--- src/rtl/pc_sequencer.sv ---
// pc_sequencer: fetch-stage program counter and next-PC sequencing for the
// 5-stage pipeline. It selects between sequential PC+4 and the execute-stage
// redirect target, honours the hazard unit's fetch stall, raises decode/execute
// flushes on redirect, holds fetch for a boot delay after reset, and supports a
// debug halt/resume handshake.
//
// Parameters:
//   RESET_VECTOR  PC loaded on reset and held during boot
//   BOOT_DELAY    cycles after reset release before the first valid fetch (1..15)
//   CNT_W         width of the saturating redirect counter
//
// Ports:
//   clk, reset      rising-edge clock, asynchronous active-high reset
//   stall_f         fetch stall, holds the PC
//   pc_src_e        taken branch/jump resolved in execute
//   pc_target_e     redirect target from execute
//   halt_req        debug halt request (level)
//   resume          debug resume request (pulse)
//   pc_f            current fetch PC (registered)
//   pc_plus4_f      pc_f + 4 (combinational)
//   fetch_valid     fetch at pc_f is valid this cycle (registered)
//   flush_d/e       IF/ID and ID/EX flush (combinational)
//   halted          high while halted (registered)
//   redirect_count  number of redirects taken, saturating
//
// Optional build macro PC_ALIGN_CHECK_EN: adds misalign_err; redirects to a
// target with nonzero low bits are suppressed (flushes still raised) and
// reported by a one-cycle misalign_err pulse on the following cycle.

module pc_sequencer #(
    parameter logic [31:0] RESET_VECTOR = 32'h0000_0000,
    parameter int unsigned BOOT_DELAY   = 2,
    parameter int unsigned CNT_W        = 16
) (
    input  logic             clk,
    input  logic             reset,
    input  logic             stall_f,
    input  logic             pc_src_e,
    input  logic [31:0]      pc_target_e,
    input  logic             halt_req,
    input  logic             resume,
    output logic [31:0]      pc_f,
    output logic [31:0]      pc_plus4_f,
    output logic             fetch_valid,
    output logic             flush_d,
    output logic             flush_e,
    output logic             halted,
    output logic [CNT_W-1:0] redirect_count
`ifdef PC_ALIGN_CHECK_EN
    ,
    output logic             misalign_err
`endif
);

    typedef enum logic [1:0] {
        BOOT = 2'd0,
        RUN  = 2'd1,
        HALT = 2'd2
    } state_t;

    localparam logic [3:0] BOOT_LAST = 4'(BOOT_DELAY - 1);

    state_t     state;
    logic [3:0] boot_cnt;
    logic       redirect_live;
    logic       target_ok;
    logic       take_redirect;

    assign pc_plus4_f = pc_f + 32'd4;

    // Redirects are ignored only while booting; in HALT in-flight
    // instructions still drain and may redirect.
    assign redirect_live = pc_src_e && (state != BOOT);
    assign flush_d       = redirect_live;
    assign flush_e       = redirect_live;

`ifdef PC_ALIGN_CHECK_EN
    assign target_ok = (pc_target_e[1:0] == 2'b00);
`else
    assign target_ok = 1'b1;
`endif

    assign take_redirect = redirect_live && target_ok;

    always_ff @(posedge clk or posedge reset) begin
        if (reset) begin
            state          <= BOOT;
            boot_cnt       <= '0;
            pc_f           <= RESET_VECTOR;
            fetch_valid    <= 1'b0;
            halted         <= 1'b0;
            redirect_count <= '0;
`ifdef PC_ALIGN_CHECK_EN
            misalign_err   <= 1'b0;
`endif
        end else begin
            // Next PC: redirect beats stall; sequential advance only in RUN.
            // A suppressed (misaligned) redirect falls through to this
            // normal sequential choice.
            if (take_redirect) begin
                pc_f <= pc_target_e;
            end else if ((state == RUN) && !stall_f) begin
                pc_f <= pc_plus4_f;
            end

            if (take_redirect && (redirect_count != '1)) begin
                redirect_count <= redirect_count + CNT_W'(1);
            end

`ifdef PC_ALIGN_CHECK_EN
            misalign_err <= redirect_live && !target_ok;
`endif

            case (state)
                BOOT: begin
                    boot_cnt <= boot_cnt + 4'd1;
                    if (boot_cnt == BOOT_LAST) begin
                        state       <= RUN;
                        fetch_valid <= 1'b1;
                    end
                end
                RUN: begin
                    if (halt_req) begin
                        state       <= HALT;
                        fetch_valid <= 1'b0;
                        halted      <= 1'b1;
                    end
                end
                HALT: begin
                    if (resume && !halt_req) begin
                        state       <= RUN;
                        fetch_valid <= 1'b1;
                        halted      <= 1'b0;
                    end
                end
                default: begin
                    state       <= BOOT;
                    boot_cnt    <= '0;
                    fetch_valid <= 1'b0;
                    halted      <= 1'b0;
                end
            endcase
        end
    end

endmodule

--- config.mk ---
export PLATFORM = sky130hd
export DESIGN_NAME = pc_sequencer
export DESIGN_NICKNAME = d
export VERILOG_FILES = /design/src/rtl/pc_sequencer.sv
export SDC_FILE = /design/constraint.sdc
export NUM_CORES = 1
export LEC_CHECK = 0
export CELL_PAD_IN_SITES_DETAIL_PLACEMENT = 1
export CELL_PAD_IN_SITES_GLOBAL_PLACEMENT = 1
export CORE_MARGIN = 3
export CORE_UTILIZATION = 28
export DETAILED_ROUTE_END_ITERATION = 12
export GPL_ROUTABILITY_DRIVEN = 0
export GPL_TIMING_DRIVEN = 0
export MAX_ROUTING_LAYER = met4
export PLACE_DENSITY = 0.8
export SYNTH_ARGS = -nofsm -noshare
export SYNTH_HDL_FRONTEND = slang
export SYNTH_SLANG_ARGS = --single-unit
--- constraint.sdc ---
create_clock -name clk -period 6.57 [get_ports clk]
set_input_delay 1.971 -clock clk [delete_from_list [all_inputs] [get_ports clk]]
set_output_delay 1.971 -clock clk [all_outputs]
set_load 0.05 [all_outputs]
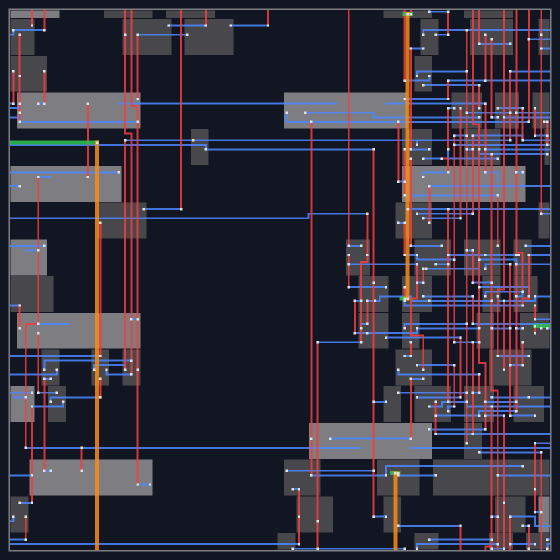
Fig. 1. Zoomed window.
Window x 40 to 80, y 64 to 104 um. Cells in grey, sequential cells in the stronger grey; small squares are vias.
met2 -> red
met3 -> green
met1 -> blue
met4 -> orange
netlist names of flops here include = `pc_f` (5), `redirect_count` (2)
sequential cells in the window = 7
most frequent = nand2_1 (7), dfrtp_1 (7)
cells with their middle in the window = 52

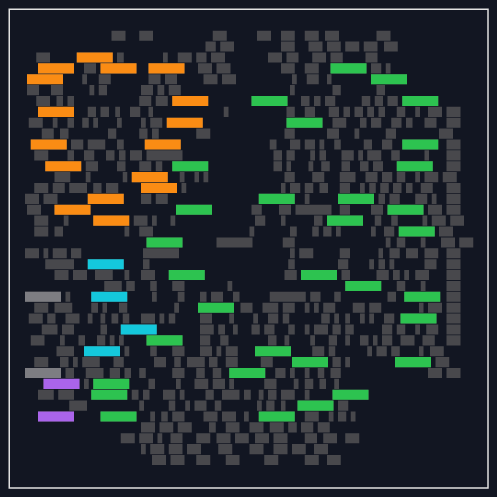
Fig. 2. Where the registers sit.
Scale: 4 px per um. Other sequential cells in the stronger grey, the rest of the logic in the fainter grey.
`boot_cnt` -> cyan  # flops 4
`pc_f` -> green  # flops 32
`state` -> purple  # flops 2
`redirect_count` -> orange  # flops 16, where top left
not coloured = 2
register area: 1400 sq um
Final Util: 42.3%

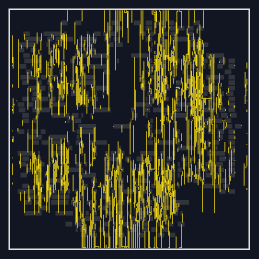
Fig. 3. M2 wires.
Scale: 2 px per um. Cells faint in the background.
wire length on this layer = 6070 um
nets with wire on the layer = 520
via count: 3588
final wirelength: 12100 um
met2 GRT Util: 29.5%

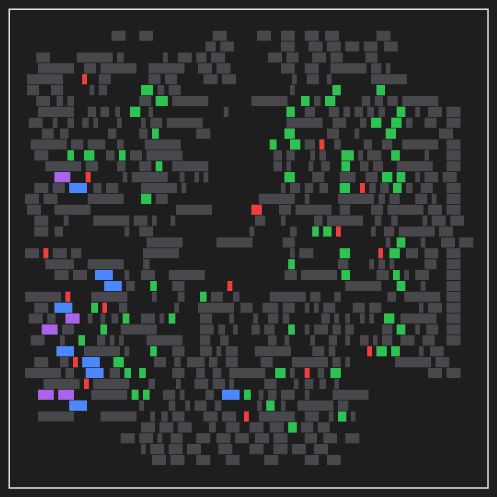
Fig. 4. Gate families picked out.
Scale: 4 px per um.
adder and majority cells -> blue  # cells 9
inverters -> red  # cells 16
multiplexers -> purple  # cells 5
inverting AOI/OAI gates -> green  # cells 62
logic share of the area: 38.6%
dominant logic cell type in the layout: clkdlybuf4s50_1
Post-Layout Cell Count: 708

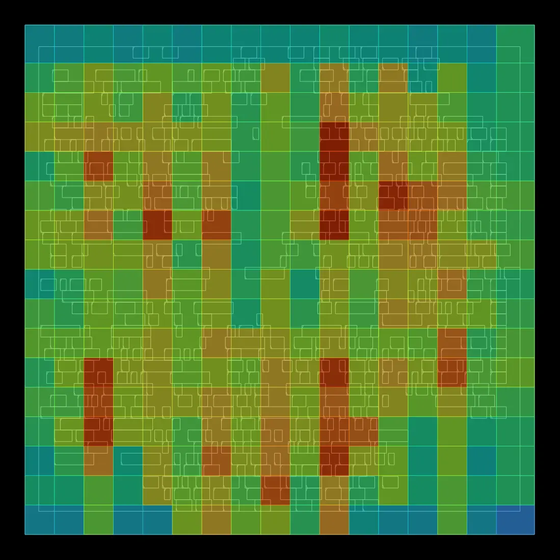
Fig. 5. Congestion heat map.
wire per inst: 17.1 um
GRT Max-Usage Layer: met2

==> results_slide.txt <==
Run Summary

Clock network
  • Late-Pin Clk Latency: 300 ps
  • CTS root buf: clkbuf_16
  • Hold Buf Count CTS: 0
  • TritonCTS clock tree: yes
  • CTS H-tree lvls: 2
  • Clk slew on worst S/H paths: 70 ps
  • TritonCTS Buffers: 5

Worst setup path
  • Worst reg2reg setup slack: 3740 ps
  • Kind of critical path: in2out
  • Critical path endpoint: flush_e
  • Crit-path max FO: 11
  • Worst-case reg-to-reg path depth: 9
  • Critical path cell sequence: clkdlybuf4s50_1, nand2b_1, clkbuf_1, clkinvlp_4, buf_1, buf_4, clkdlybuf4s50_1
  • Required @ worst endpoint: 4600 ps
  • R2r startpoint: state[0]
  • CP dominant cell by count: clkdlybuf4s50_1
  • CP max-delay cell: clkdlybuf4s50_1
  • CP arrival: 4300 ps
  • Worst r2r dst: pc_f[30]
  • Max incr delay on CP: 790 ps
  • CP Capture Type: primary output

Hold path
  • Hold Startpoint: boot_cnt[3]
  • Hold Crit Class: reg2reg

Cells and area
  • Fraction of layout instances using a drive strength above 1: 6.48%
  • Post-layout net count: 586
  • Number of diodes: 0

STA
  • Endpoints failing hold: 0
  • Setup violators final: 0
  • Post-layout min period: 6270 ps
  • RSZ-0062 raised after global routing: false
  • Max_slew headroom: 43.0%
  • Max Slew Vio Count: 0
  • TNS Setup: 0 ps
  • Skew final: 5.01 ps

Logic synthesis
  • Top cells, area: dfrtp_1 (39%), xor2_1 (7.8%), xnor2_1 (5.1%), nand2_1 (4.6%), or4_1 (3.6%)
  • Synthesized area per cell: 8.77 sq um
  • Top-area cell share: 39.0%
  • Main flop type: dfrtp_1
  • Post-synthesis cell area: 3590 sq um
  • Top cells by count, synth: dfrtp_1 (56), nand2_1 (44), xor2_1 (32)
  • Post-synthesis cell count: 410
  • Most common cell in the netlist: dfrtp_1
  • Register area share after synthesis: 39.0%
  • Cell type with the largest total area: dfrtp_1
  • Flops & latches, synth: 56
  • Yosys warns: 0
  • Unique cell type count in the Yosys netlist: 48
  • YS chip area: 3590 sq um
  • # Cells Yosys: 410
  • FFs w/ async S/R, synth: 100%
  • Syn_nets: 457

Drt
  • DR DRC count: 0
  • Final ANT Viol Nets: 0
  • Via density: 5.07

Power and ir drop
  • Tot Pwr: 2930 uW
  • Sw frac: 56.3%
  • P per Cell Area: 564 nW/um^2
  • Peak supply drop: 0.000302 V
  • LEAKAGE: 0.00200 uW
  • Int Pwr: 1280 uW

Run
  • Max-Cap Viols: 0
  • Tool warnings: 31

Floorplan
  • DIE AREA: 14200 sq um
  • I/O Pins: 122
  • Floorplan utilization: 29.3%
  • Chip width: 119 um

Status
  • Status: completed

Place
  • Detail Placement HPWL: 9350 um
  • Port Buffers: 121

GRT
  • First-pass GRT wire length: 19800 um
  • Overall Global Routing Usage: 17.3%
  • Gr ovfl total: 0
  • Initial antenna violation count: 0
  • Largest net degree at the start of global routing: 35
-- power by group through the flow --
stage	logic [uW]	registers, uW	clock network (uW)
global route	2070	715	302
global placement	1930	678	0
finish	1960	686	278
floorplan	905	1060	0
CTS	1980	685	284
detailed placement	1970	691	0
-- cell type report --
type | count | area [sq um]
Fill cell | 1449 | 7070
Multi-Input combinational cell | 311 | 2010
Sequential cell | 56 | 1400
Timing Repair Buffer | 123 | 1240
Tap cell | 168 | 210
Clock buffer | 5 | 125
Buffer | 26 | 124
Inverter | 16 | 63.8
Clock inverter | 3 | 22.5
-- cell families (layout without fill, tap and decap cells) --
family / count (synthesis) / after routing / synth area share [%]
AND/OR/NAND/NOR: 178 / 178 / 26.4
AND-OR/OR-AND: 66 / 66 / 11.8
flip-flops: 56 / 56 / 39.0
XOR/XNOR: 53 / 53 / 12.9
buffers and inverters: 43 / 173 / 5.22
adder cells (fa/ha/maj): 9 / 9 / 3.13
multiplexers: 5 / 5 / 1.53
-- stage by stage --
stage               std cells  hold WS [ps]  instance area (sq um)  worst slack, ps
finish                    708           495                   5190              299
global route              708           540                   5190              115
CTS                       708           493                   5190              226
detailed placement        700           477                   5040             -365
global placement          699           472                   5020             -363
floorplan                 410           453                   3590             1040
-- worst max-delay path: cells and delay by family --
family,cells,cell delay (ps)
AND/OR/NAND/NOR,1,50
buffers and inverters,6,2270
-- metal layers --
layer	wire (um)	GRT usage, %	vias up
met4	86	3.29	0
met1	5420	21.2	1782
li1	-	-	1722
met2	6070	29.5	76
met3	531	3.75	8
met5	0	-	-
-- state kept, by name (all words and copies together) (netlist names) --
name	flops
boot_cnt	4
redirect_count	16
halted	1
pc_f	32
state	2
fetch_valid	1
-- what timing repair did --
action                     4_1_cts  5_1_grt
setup endpoints to repair        2        0
buffers inserted                 1        0
gates resized                    1        0
Power and IR drop assume default switching activity.
